<file path="src/rtl/me_ctrl_pkg.sv">
// Shared types and constants for the motion-estimator parameter controller.
// Opcode and state encodings, status bit positions and legal block sizes.
package me_ctrl_pkg;

    typedef enum logic [3:0] {
        OpNop     = 4'd0,
        OpSetBase = 4'd1,
        OpSetGeom = 4'd2,
        OpRun     = 4'd3,
        OpClr     = 4'd4
    } opcode_e;

    typedef enum logic [1:0] {
        StIdle,
        StDecode,
        StExec,
        StBusy
    } state_e;

    localparam int unsigned STATUS_W     = 10;
    localparam int unsigned STAT_IDLE    = 0;
    localparam int unsigned STAT_BUSY    = 1;
    localparam int unsigned STAT_DONE    = 2;
    localparam int unsigned STAT_ERR     = 3;
    localparam int unsigned STAT_TIMEOUT = 4;
    localparam int unsigned STAT_ACK_TAG = 5;
    localparam int unsigned STAT_OP_LSB  = 6;

    localparam logic [7:0] BLOCK_4  = 8'd4;
    localparam logic [7:0] BLOCK_8  = 8'd8;
    localparam logic [7:0] BLOCK_16 = 8'd16;

    function automatic logic geom_legal(input logic [7:0] rng, input logic [7:0] blk);
        return (rng != 8'd0) && ((blk == BLOCK_4) || (blk == BLOCK_8) || (blk == BLOCK_16));
    endfunction

endpackage

</file>
<file path="src/rtl/me_busy_timer.sv">
// Busy-cycle counter: cleared by load, advances while enabled, flags the last allowed cycle.
// Only instantiated when ME_TIMEOUT_EN is defined.
module me_busy_timer #(
    parameter int unsigned LIMIT = 1024
) (
    input  logic clk,
    input  logic reset,
    input  logic load,
    input  logic enable,
    output logic expired
);

    localparam int unsigned W = (LIMIT > 1) ? $clog2(LIMIT) : 1;

    logic [W-1:0] count_q;

    always_ff @(posedge clk) begin
        if (reset || load) begin
            count_q <= '0;
        end else if (enable && !expired) begin
            count_q <= count_q + W'(1);
        end
    end

    // count_q holds (busy cycle - 1), so this asserts during the LIMIT-th busy cycle
    assign expired = (count_q == W'(LIMIT - 1));

endmodule

</file>
<file path="src/rtl/me_param_ctrl.sv">
// Host command sequencer for the motion estimator: decodes tagged commands, holds config, runs.
// Optional busy timeout with abort is enabled by defining ME_TIMEOUT_EN.
module me_param_ctrl
    import me_ctrl_pkg::*;
#(
    parameter int unsigned TIMEOUT_CYCLES = 2**20,
    parameter logic [15:0] DEF_STRIDE     = 16'd640,
    parameter logic [7:0]  DEF_RANGE      = 8'd16,
    parameter logic [7:0]  DEF_BLOCK      = 8'd8
) (
    input  logic                CYCLONEV_CLK_50,
    input  logic                reset,
    input  logic [31:0]         param1,
    input  logic [31:0]         param2,
    input  logic [31:0]         param3,
    input  logic                me_done,
    input  logic [31:0]         me_result,
    output logic                me_start,
    output logic                me_abort,
    output logic [31:0]         cfg_base,
    output logic [15:0]         cfg_stride,
    output logic [7:0]          cfg_range,
    output logic [7:0]          cfg_block,
    output logic [31:0]         result_q,
    output logic [STATUS_W-1:0] status
);

    state_e     state_q;
    logic       tag_seen_q;
    logic       ack_tag_q;
    logic [3:0] last_op_q;
    logic       done_q;
    logic       err_q;
    logic       timeout_q;
    logic       timer_expired;

    logic unused_param;
    assign unused_param = ^{param1[30:4], param3[31:16]};

`ifdef ME_TIMEOUT_EN
    me_busy_timer #(
        .LIMIT (TIMEOUT_CYCLES)
    ) u_busy_timer (
        .clk     (CYCLONEV_CLK_50),
        .reset   (reset),
        .load    (state_q == StExec),
        .enable  (state_q == StBusy),
        .expired (timer_expired)
    );
`else
    logic unused_timeout;
    assign unused_timeout = ^TIMEOUT_CYCLES;
    assign timer_expired  = 1'b0;
    assign me_abort       = 1'b0;
`endif

    always_ff @(posedge CYCLONEV_CLK_50) begin
        if (reset) begin
            state_q    <= StIdle;
            tag_seen_q <= 1'b0;
            ack_tag_q  <= 1'b0;
            last_op_q  <= 4'd0;
            done_q     <= 1'b0;
            err_q      <= 1'b0;
            timeout_q  <= 1'b0;
            me_start   <= 1'b0;
            result_q   <= '0;
            cfg_base   <= '0;
            cfg_stride <= DEF_STRIDE;
            cfg_range  <= DEF_RANGE;
            cfg_block  <= DEF_BLOCK;
`ifdef ME_TIMEOUT_EN
            me_abort   <= 1'b0;
`endif
        end else begin
            me_start <= 1'b0;
`ifdef ME_TIMEOUT_EN
            me_abort <= 1'b0;
`endif
            unique case (state_q)
                StIdle: begin
                    // Level compare: a toggle made while busy is still seen here afterwards
                    if (param1[31] != tag_seen_q) begin
                        state_q <= StDecode;
                    end
                end
                StDecode: begin
                    // Operands are applied at the latch edge so effects are visible during EXEC
                    tag_seen_q <= param1[31];
                    ack_tag_q  <= param1[31];
                    last_op_q  <= param1[3:0];
                    state_q    <= StExec;
                    case (opcode_e'(param1[3:0]))
                        OpNop: ;
                        OpSetBase: cfg_base <= param2;
                        OpSetGeom: begin
                            if (geom_legal(param3[7:0], param3[15:8])) begin
                                cfg_stride <= param2[15:0];
                                cfg_range  <= param3[7:0];
                                cfg_block  <= param3[15:8];
                            end else begin
                                err_q <= 1'b1;
                            end
                        end
                        OpRun: begin
                            me_start  <= 1'b1;
                            done_q    <= 1'b0;
                            err_q     <= 1'b0;
                            timeout_q <= 1'b0;
                        end
                        OpClr: begin
                            done_q    <= 1'b0;
                            err_q     <= 1'b0;
                            timeout_q <= 1'b0;
                        end
                        default: err_q <= 1'b1;
                    endcase
                end
                StExec: begin
                    state_q <= (opcode_e'(last_op_q) == OpRun) ? StBusy : StIdle;
                end
                StBusy: begin
                    if (me_done) begin
                        result_q <= me_result;
                        done_q   <= 1'b1;
                        state_q  <= StIdle;
                    end else if (timer_expired) begin
`ifdef ME_TIMEOUT_EN
                        me_abort <= 1'b1;
`endif
                        timeout_q <= 1'b1;
                        err_q     <= 1'b1;
                        state_q   <= StIdle;
                    end
                end
                default: state_q <= StIdle;
            endcase
        end
    end

    always_comb begin
        status                     = '0;
        status[STAT_IDLE]          = (state_q == StIdle);
        status[STAT_BUSY]          = (state_q == StBusy);
        status[STAT_DONE]          = done_q;
        status[STAT_ERR]           = err_q;
        status[STAT_TIMEOUT]       = timeout_q;
        status[STAT_ACK_TAG]       = ack_tag_q;
        status[STAT_OP_LSB +: 4]   = last_op_q;
    end

endmodule

</file>
<file path="config.mk">
export PLATFORM = sky130hd
export DESIGN_NAME = me_param_ctrl
export DESIGN_NICKNAME = d
export VERILOG_FILES = /design/src/rtl/me_ctrl_pkg.sv /design/src/rtl/me_busy_timer.sv /design/src/rtl/me_param_ctrl.sv
export SDC_FILE = /design/constraint.sdc
export NUM_CORES = 1
export LEC_CHECK = 0
export CORE_ASPECT_RATIO = 0.7
export CORE_UTILIZATION = 38
export DETAILED_ROUTE_END_ITERATION = 8
export PLACE_DENSITY = 0.79
export SLEW_MARGIN = 30
export SYNTH_ARGS = -nofsm -noshare
export SYNTH_HDL_FRONTEND = slang
export SYNTH_SLANG_ARGS = --single-unit
export TNS_END_PERCENT = 20
</file>
<file path="constraint.sdc">
create_clock -name CYCLONEV_CLK_50 -period 1.97 [get_ports CYCLONEV_CLK_50]
set_input_delay 0.2955 -clock CYCLONEV_CLK_50 [delete_from_list [all_inputs] [get_ports CYCLONEV_CLK_50]]
set_output_delay 0.2955 -clock CYCLONEV_CLK_50 [all_outputs]
set_load 0.02 [all_outputs]
</file>
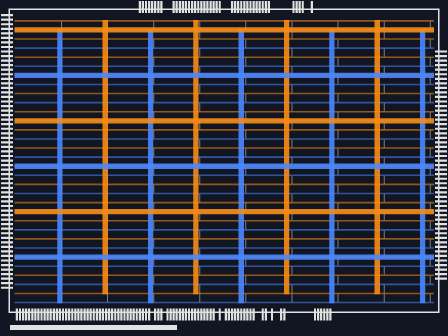
Figure 1: floorplan with the power grid.
The bar under the picture is 50 um long. Pins as bars on the die edge. Tap cells in grey.
orange -> VDD
blue -> VSS
rows = 31
tap cells = 148
met1 rails = 32
maximum VDD drop: 0.0004755 V
Placeable Area: 10590 um^2

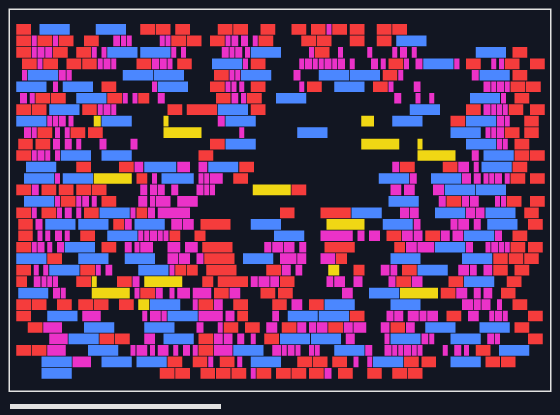
Figure 2: cells coloured by class.
The bar under the picture is 50 um long.
yellow -> clock drivers and dummy loads  # cells 16, share of their area 4.2%
blue -> flops  # cells 106, share of their area 33%
magenta -> combinational and other logic  # cells 336, share of their area 28%
red -> other buffers and delay cells  # cells 214, share of their area 34%

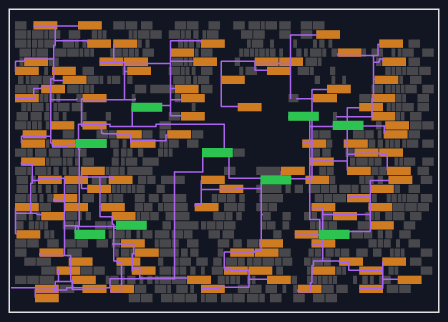
Figure 3: routed clock nets over the placement.
orange -> flip-flops  # count 106
purple -> clock wires  # length 1270 um
green -> clock drivers  # count 9
flops lie = widely spread
routed clock nets = 10

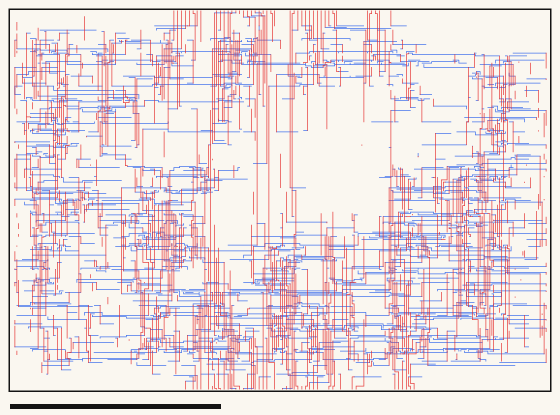
Figure 4: signal wires by layer.
The bar under the picture is 50 um long. Only two layers are drawn.
blue -> metal 1  # wire length 5410 um
red -> metal 2  # wire length 5840 um
total via count after detailed routing: 4181
routed wire length: 12530 um
total routing usage reported by global routing: 0.2167
post-DR wirelength/cell: 15.27 um

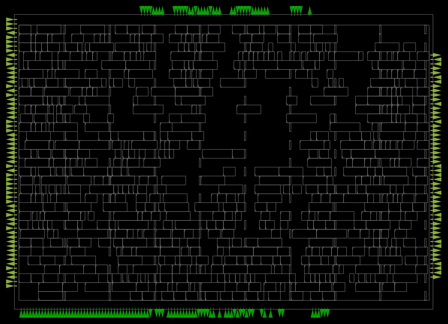
Figure 5: placed standard cells.
flip-flop and latch count: 106
count of filler cells inserted in the layout: 870
Seq area share: 0.3254
tap cell count: 148
utilization after layout: 0.6166

==> summary.txt <==
yosys + openroad results -> result of the run finished, final reports clean, Port Buffers 193, logic share of the area 0.2677, chip area in the Yosys report 4232 um^2, Avg Cell Area, Syn 8.618 um^2, Antenna Diode Count 0, CP Cell Sequence and2_1, clkdlybuf4s50_1, CTS max path bufs 2, highest clock frequency the design can meet 0.5409 GHz, met2 layer usage reported by global route 0.3664, final-report hold violation count 0, pwr dens 661.5 nW/um^2, post-synth top area share 0.5015, post-route standard cell area excluding fillers 6529 um^2, number of non-clock buffers 214, multi-input gate area in the final layout 1748 um^2, #FFs+latches synth 106, unrepaired setup endpoints after global routing no, clock buf count 12, number of non-filler instances in the completed layout 820, top routing layer in use met4, global-route met3 utilization 0.07938, worst-skew pair later-pin latency 0.34 ns, initial antenna violation count 0, Power Total 4.319 mW, max capacitance violation total 0, DRT antenna net count 0, tool warning count 69, CP Data Arrival Time 1.55 ns, Worst Setup Start Kind flop, initial cell density of the core 0.3996, library cell contributing the largest single delay on the critical path clkdlybuf4s50_1, commonest cells after routing, fill and taps aside clkdlybuf4s50_1, nand2_1, dfxtp_1, a21oi_1, nand4_1, floorplan die width 128.1 um, yosys warns 0, count of pins over their slew limit 0, slew at the pin closest to its max-slew limit 0.4990 ns, Cells after Synth 491, worst setup path class reg2out, count of library flops with an enable pin 0, dominant cell type by area after synthesis dfxtp_1, Final WS setup 0.1212 ns, worst min-delay path endpoint state_q[1], Via-to-Cell Ratio 5.099, min cycle time layout 1.849 ns, launch point of the critical path state_q[0], Slowest Stage Delay on Critical Path 0.63 ns, R2R cell count 3, die outline height 90.29 um, tally of unique sky130hd cells used after synthesis 43, Clock Tree Root clkbuf_16, die area 11570 um^2, Multi-In Gates 331, final total negative setup slack 0 ns, global-route wire length before repair 19760 um, H-tree depth 3, iteration count of the initial detailed-routing pass 4, area taken by flip-flops and latches 2125 um^2, count of non-CTS inverters in the layout 5, Cells after DPL 804, first-iteration detailed-routing DRC count 254, buffer count from post-CTS setup fixing 0, top_reg_cell synth dfxtp_1, setup clock skew after layout 0.008459 ns, cell types with the highest counts after synthesis nand2_1, dfxtp_1, a21oi_1, critical hold path startpoint reset, detailed-route wire length on metal 1 5411 um, maximum fanout along the worst path 10, # Cells Yosys 491, met2 layer wire length in the routed design 5841 um, clock transition time at the flip-flop clock pins of the worst setup and hold paths 0.07 ns, Rel. slew slack 0.6663, share of synthesized area occupied by flip-flops and latches 0.5015, clock network area share 0.04063, Worst R2R End cfg_stride[7], number of sinks handled by clock tree synthesis 106, number of core rows 31, cell class contributing the biggest share of worst-path delay buffers and inverters, count leader, synth nand2_1, CTS tree yes, worst path required time 1.67 ns, NumNets Final 798, Residual DRC 0, dominant logic cell type in the layout clkdlybuf4s50_1, count of cells along the worst hold path 2, registers with the most flip-flops cfg_base (32), result_q (32), cfg_stride (16)
cell families after synthesis:
kind of cell	Yosys count	share of synthesized area
simple gates	197	0.2265
xor+xnor	1	0.002070
compound gates	131	0.1801
flops	106	0.5015
buf+inv	55	0.08900
other cells	1	0.0008862
power breakdown:
group / switching, mW / internal [mW]
Combinational: 0.234 / 0.257
Clock: 0.785 / 0.860
Sequential: 0.0197 / 2.16
Total: 1.04 / 3.28
worst max path at each step:
| stage | to | cells past startpoint |
|---|---|---|
| 2_1_floorplan | cfg_block[3] | 6 |
| 3_3_place_gp | err_q | 6 |
| 3_5_place_dp | cfg_stride[7] | 5 |
| 4_1_cts | status[1] | 2 |
| 5_1_grt | cfg_range[4] | 5 |
| 6_report | status[1] | 2 |
No activity file was given, so power comes from the tool's default toggle rates.
